===== src/rtl/streammux.sv =====
// Round-robin N-channel valid/ready stream merger with optional packet lock; output registered, 1-cycle latency.
// Backpressure: i_ready reaches o_ready combinationally through advance; no skid buffer, so a stalled output stalls every input.
module streammux #(
  parameter int W            = 32,
  parameter int NCH          = 4,
  parameter int OPT_PACKET   = 1,
  parameter int OPT_LOWPOWER = 0,
  localparam int CW          = (NCH > 1) ? $clog2(NCH) : 1
) (
  input  logic             i_clk,
  input  logic             i_reset,
  input  logic [NCH-1:0]   i_valid,
  output logic [NCH-1:0]   o_ready,
  input  logic [NCH*W-1:0] i_data,
  input  logic [NCH-1:0]   i_last,
  output logic             o_valid,
  input  logic             i_ready,
  output logic [W-1:0]     o_data,
  output logic             o_last,
  output logic [CW-1:0]    o_chan
);

  logic [CW-1:0] r_grant;
  logic          r_locked;
  logic          r_valid;
  logic [W-1:0]  r_data;
  logic          r_last;
  logic [CW-1:0] r_chan;

  logic          w_advance;
  logic          w_any;
  logic          w_found;
  logic [CW-1:0] w_sel;
  logic [W-1:0]  w_data;
  logic          w_last;

  assign w_advance = !r_valid || i_ready;

  // Scan starts one past the last-served channel, so the previous winner ranks lowest.
  always_comb begin
    logic [CW-1:0] idx;
    idx     = '0;
    w_sel   = r_grant;
    w_found = 1'b0;
    for (int i = 1; i <= NCH; i++) begin
      idx = CW'((int'(r_grant) + i) % NCH);
      if (!w_found && i_valid[idx]) begin
        w_sel   = idx;
        w_found = 1'b1;
      end
    end
    if (r_locked) begin
      w_sel = r_grant;
    end
  end

  assign w_any = r_locked ? i_valid[r_grant] : |i_valid;

  always_comb begin
    o_ready = '0;
    w_data  = '0;
    w_last  = 1'b0;
    for (int k = 0; k < NCH; k++) begin
      if (w_sel == CW'(k)) begin
        w_data     = i_data[k*W +: W];
        w_last     = i_last[k];
        o_ready[k] = w_advance && w_any;
      end
    end
  end

  always_ff @(posedge i_clk or posedge i_reset) begin
    if (i_reset) begin
      r_grant  <= CW'(NCH - 1);
      r_locked <= 1'b0;
      r_valid  <= 1'b0;
      r_data   <= '0;
      r_last   <= 1'b0;
      r_chan   <= '0;
    end else if (w_advance) begin
      if (w_any) begin
        r_valid <= 1'b1;
        r_data  <= w_data;
        r_chan  <= w_sel;
        r_grant <= w_sel;
        r_last  <= (OPT_PACKET != 0) ? w_last : 1'b1;
        if (OPT_PACKET != 0) begin
          r_locked <= !w_last;
        end
      end else begin
        r_valid <= 1'b0;
        if (OPT_LOWPOWER != 0) begin
          r_data <= '0;
          r_last <= 1'b0;
          r_chan <= '0;
        end
      end
    end
  end

  assign o_valid = r_valid;
  assign o_data  = r_data;
  assign o_last  = r_last;
  assign o_chan  = r_chan;

endmodule


===== config.mk =====
export PLATFORM = sky130hd
export DESIGN_NAME = streammux
export DESIGN_NICKNAME = d
export VERILOG_FILES = /design/src/rtl/streammux.sv
export SDC_FILE = /design/constraint.sdc
export NUM_CORES = 1
export LEC_CHECK = 0
export ABC_CLOCK_PERIOD_IN_PS = 2200
export CORE_MARGIN = 8
export CORE_UTILIZATION = 38
export DETAILED_ROUTE_END_ITERATION = 10
export PLACE_DENSITY = 0.84
export SYNTH_ARGS = -nofsm -noshare
export SYNTH_HDL_FRONTEND = slang
export SYNTH_SLANG_ARGS = --single-unit

===== constraint.sdc =====
create_clock -name i_clk -period 2.2 [get_ports i_clk]
set_input_delay 0.22 -clock i_clk [delete_from_list [all_inputs] [get_ports i_clk]]
set_output_delay 0.22 -clock i_clk [all_outputs]
set_load 0.01 [all_outputs]

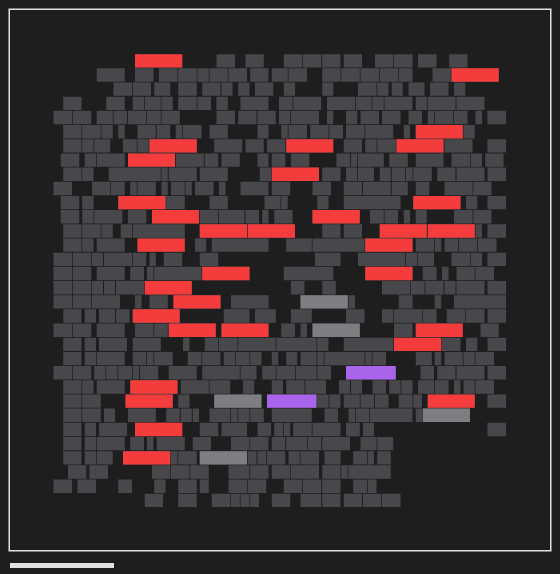
*Register map, names as in the netlist, run 1*
Bar = 20 µm. Other sequential cells in the stronger gray, the rest of the logic in the fainter gray.
`o_data`: marked red, sequential cells 32. `r_grant`: marked purple, sequential cells 2.

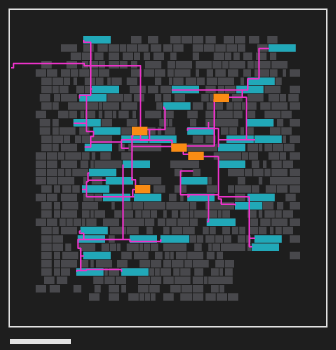
*Clock distribution, run 1*
Bar = 20 µm.
flip-flops: marked cyan, count 39. cells driving clock nets: marked orange, count 5. clock wires: marked magenta, length 557 µm.
There are 6 routed clock nets.

==> results.sh, run 1 <==
# implementation run metrics
export IMPL_status="finished with violations"
export IMPL_violations="setup timing"
export IMPL_start_kind="flop"
export IMPL_ios=179
export IMPL_ys_top_cells_by_area="dfrtp_1 (32%), and3_1 (14%), a2111oi_0 (9.6%)"
export IMPL_final_cell_mix="clkdlybuf4s50_1 (174), and3_1 (66), nand2_1 (38), dfrtp_1 (37), o31ai_1 (33)"
export IMPL_fin_nets=642
export IMPL_routed_wl_um=12900
export IMPL_tightest_slew_ps=525
export IMPL_sh_seq_area=0.178
export IMPL_simple_gate_share=0.237
export IMPL_htree_levels=2
export IMPL_yosysTopAreaCellShare=0.318
export IMPL_ys_seq_share=0.336
export IMPL_hp_class="in2async"
export IMPL_gp_congestion=0.819
export IMPL_wl_per_cell_um=21.4
export IMPL_seq_area_um2=978
export IMPL_die_h_um=104
export IMPL_grt_max_degree=40
export IMPL_power_density_nw_per_um2=1450
export IMPL_comb_share=0.380
export IMPL_wl_met1_um=5060
export IMPL_setup_slack_ps=-85.2
export IMPL_cts_sinks=39
export IMPL_p_leak_nw=2.19
export IMPL_cts_buffers=5
export IMPL_synthCells=324
export IMPL_clkbuf_count=5
export IMPL_met2_usage=0.389
export IMPL_postRouteAntennaNets=0
export IMPL_avgSynthCellArea_um2=9.00
export IMPL_finalInstanceArea_um2=5510
export IMPL_max_cap_viol_count=0
export IMPL_route_met3_wl_um=841
export IMPL_report_final_setup_viol=5
export IMPL_top_area_cell="dfrtp_1"
export IMPL_xor_share=0
export IMPL_first_iter_violations=141
export IMPL_p_int_mw=4.45
export IMPL_synth_net_count=463
export IMPL_r2r_cells=8
export IMPL_grt_overflow=0
export IMPL_crit_buf_inv=3
export IMPL_n_fill_cell=517
export IMPL_clkPwrFrac=0.091
export IMPL_required_ps=2360
export IMPL_dp_cells=591
export IMPL_grt_pass1_vias=3849
export IMPL_cp_endpoint="o_data[12]$_DFFE_PP0P_"
export IMPL_gr_usage_met3=0.0719
export IMPL_pre_cts_ws_ps=-408
export IMPL_vdd_drop_max_v=0.000877
export IMPL_worst_path_stages=8
export IMPL_startpoint="r_grant[0]$_DFFE_PP1P_"
export IMPL_cp_end_kind="flop"
export IMPL_drive_gt1_frac=0.228
export IMPL_holdWs_ps=359
export IMPL_clk_latency_ps=290
export IMPL_switchingPower_mw=3.53
export IMPL_fmax_mhz=438
export IMPL_buffer_area_frac=0.392
export IMPL_finalSetupTns_ps=-225
export IMPL_path_clk_slew_ps=90
export IMPL_cts_resized_gates=40
export IMPL_yosysWarnings=0
export IMPL_comb_area_um2=2090
export IMPL_slowest_stage="dfstp_2"
export IMPL_ff_type="dfrtp_1"
export IMPL_slew_headroom=0.650
export IMPL_finClkSkew_ps=7.26
export IMPL_post_dp_cell_area_um2=4860
export IMPL_grt_busiest_layer="met2"
export IMPL_fp_util=0.385
export IMPL_rsz0062_at_grt="yes"
export IMPL_slowest_delay_ps=580
export IMPL_p_seq_frac=0.171
export IMPL_syn_area_um2=2920
export IMPL_die_width_um=104
export IMPL_fin_crit_sh=1.04
export IMPL_wl_met2_um=6640
export IMPL_crit_arrival_ps=2440
export IMPL_use_met1=0.227
export IMPL_power_leader="combinational logic"
export IMPL_fa_ha_area_frac=0
export IMPL_finalPower_mw=7.97
export IMPL_cp_max_fo=33
export IMPL_pg_clk_mw=0.726
export IMPL_final_common_cell="clkdlybuf4s50_1"
export IMPL_seq_power_mw=1.36
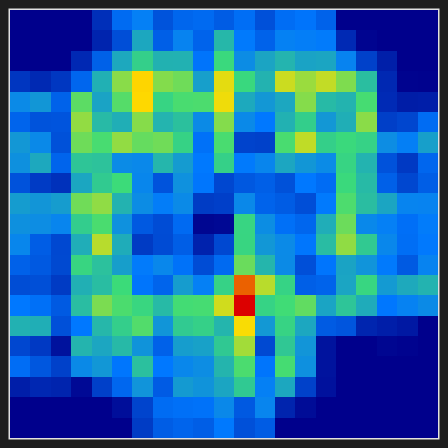
*Wire density map, run 1*
21 x 21 tiles, from dark blue (low) to red (high), scaled to the fullest tile. Values are wire area over tile area, all layers added.
15% of the tiles are nearly empty. The fullest tile reaches 0.72. 12% of the tiles are over half the peak. The mean over all tiles is 0.20.

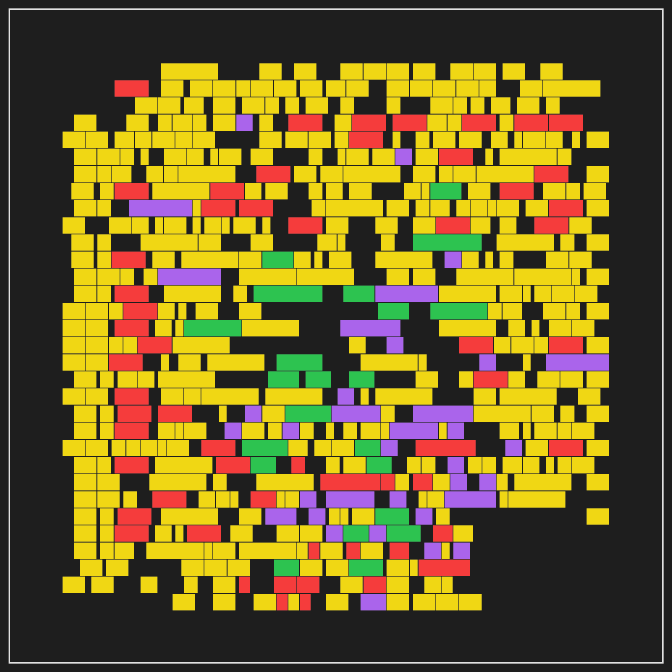
*Cells by drive strength, run 1*
drive 1 or less: marked yellow, cells 389, share 77%, most used clkdlybuf4s50_1. drive 2: marked red, cells 58, share 12%, most used a2111oi_2. drive 6 and up: marked green, cells 22, share 4.4%, most used buf_6. drive 3 to 4: marked purple, cells 35, share 6.9%, most used buf_4.

==> inputs of run 2 (changes only) <==
- MAX_ROUTING_LAYER: not set -> met4
- SLEW_MARGIN: not set -> 40
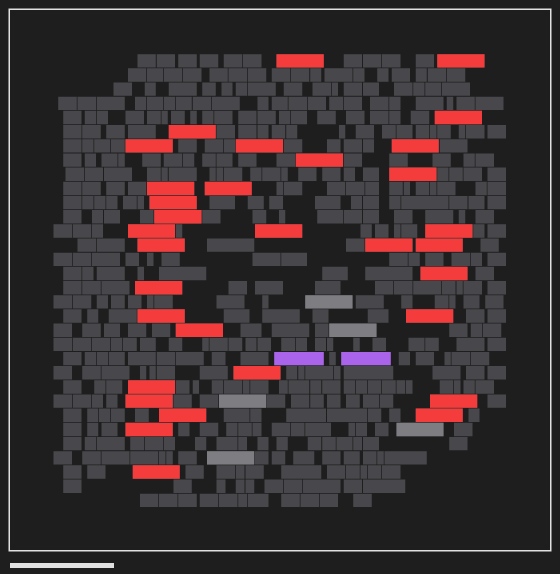
*Register map, names as in the netlist, run 2*
Bar = 20 µm. Other sequential cells in the stronger gray, the rest of the logic in the fainter gray.
`o_data`: marked red, sequential cells 32. `r_grant`: marked purple, sequential cells 2.
Another 5 sequential cells are not colored.

==> run 2 against run 1 <==
  * The flow still finishes with violations (setup timing)
  * Synthesized area stayed put
  * Sequential share of layout area up 0.59 points
  * Cell count shrank 0.33%
  * Non-clock buffer count shrank 2
  * Register-to-register slack better by 70 ps
  * Combinational power is 5.9% lower
  * Clock skew shrank 0.74 ps
  * Critical endpoint is now o_ready[2]
  * Largest power group unchanged
==> results.sh, run 2 <==
# implementation run metrics
export IMPL_wl_met1_um=5090
export IMPL_cp_end_kind="output pin"
export IMPL_violations="setup timing"
export IMPL_slew_headroom=0.642
export IMPL_top_area_cell="dfrtp_1"
export IMPL_synth_net_count=463
export IMPL_cp_endpoint="o_ready[2]"
export IMPL_die_h_um=104
export IMPL_synthCells=324
export IMPL_seq_power_mw=1.34
export IMPL_path_clk_slew_ps=80
export IMPL_postCtsSetupBuffers=3
export IMPL_simple_gate_share=0.237
export IMPL_r2r_start="r_grant[1]$_DFFE_PP1P_"
export IMPL_start_kind="flop"
export IMPL_clk_latency_ps=280
export IMPL_fp_util=0.385
export IMPL_die_width_um=104
export IMPL_switchingPower_mw=3.31
export IMPL_p_int_mw=4.11
export IMPL_grt_max_degree=41
export IMPL_cts_sinks=39
export IMPL_finalSetupTns_ps=-116
export IMPL_p_leak_nw=2.15
export IMPL_yosysWarnings=0
export IMPL_r2r_cells=7
export IMPL_hp_class="in2async"
export IMPL_sh_seq_area=0.184
export IMPL_seq_area_um2=978
export IMPL_yosysTopAreaCellShare=0.318
export IMPL_drive_gt1_frac=0.193
export IMPL_slowest_stage="dfstp_2"
export IMPL_tightest_slew_ps=537
export IMPL_vdd_drop_max_v=0.000912
export IMPL_pre_cts_ws_ps=-344
export IMPL_comb_area_um2=1940
export IMPL_grt_overflow=0
export IMPL_cp_max_fo=4
export IMPL_use_met1=0.231
export IMPL_clkPwrFrac=0.072
export IMPL_ff_type="dfrtp_1"
export IMPL_gp_congestion=0.848
export IMPL_required_ps=1980
export IMPL_startpoint="r_grant[1]$_DFFE_PP1P_"
export IMPL_crit_arrival_ps=2010
export IMPL_final_cell_mix="clkdlybuf4s50_1 (174), and3_1 (66), nand2_1 (38), dfrtp_1 (37), o31ai_1 (33)"
export IMPL_routed_wl_um=12800
export IMPL_finClkSkew_ps=6.51
export IMPL_route_met3_wl_um=782
export IMPL_fa_ha_area_frac=0
export IMPL_power_leader="combinational logic"
export IMPL_grt_busiest_layer="met2"
export IMPL_setup_slack_ps=-33.7
export IMPL_p_seq_frac=0.181
export IMPL_first_iter_violations=152
export IMPL_report_final_setup_viol=4
export IMPL_power_density_nw_per_um2=1390
export IMPL_ios=179
export IMPL_n_fill_cell=553
export IMPL_status="finished with violations"
export IMPL_cts_buffers=5
export IMPL_finalInstanceArea_um2=5330
export IMPL_drt_first_pass_iters=4
export IMPL_worst_path_stages=6
export IMPL_fin_nets=640
export IMPL_met2_usage=0.379
export IMPL_syn_area_um2=2920
export IMPL_crit_buf_inv=2
export IMPL_dp_cells=589
export IMPL_htree_levels=2
export IMPL_avgSynthCellArea_um2=9.00
export IMPL_gr_usage_met3=0.0545
export IMPL_xor_share=0
export IMPL_final_common_cell="clkdlybuf4s50_1"
export IMPL_max_cap_viol_count=0
export IMPL_post_dp_cell_area_um2=4850
export IMPL_wl_per_cell_um=21.3
export IMPL_finalPower_mw=7.42
export IMPL_wl_met2_um=6560
export IMPL_ys_top_cells_by_area="dfrtp_1 (32%), and3_1 (14%), a2111oi_0 (9.6%)"
export IMPL_holdWs_ps=352
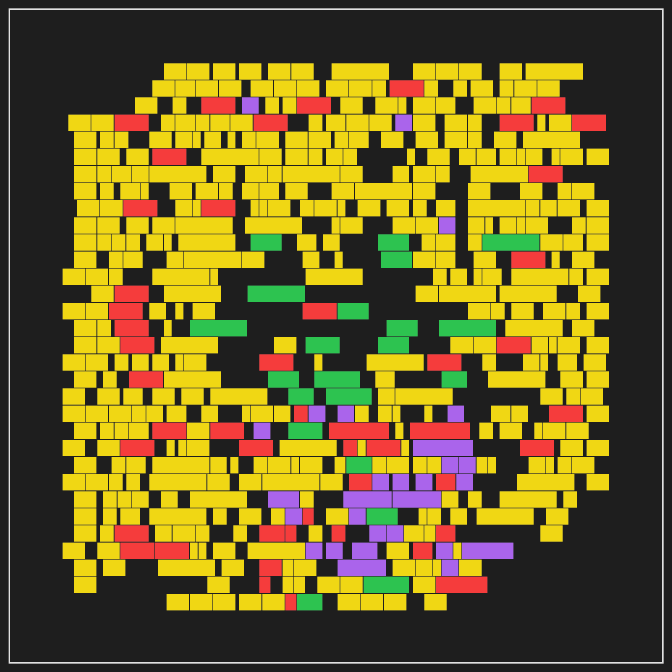
*Cells by drive strength, run 2*
drive 1 or less: marked yellow, cells 405, share 81%, most used clkdlybuf4s50_1. drive 2: marked red, cells 48, share 9.6%, most used a2111oi_2. drive 6 and up: marked green, cells 21, share 4.2%, most used clkbuf_8. drive 3 to 4: marked purple, cells 28, share 5.6%, most used buf_4.

Power figures rest on the tool's default switching activity, not on a simulated workload.
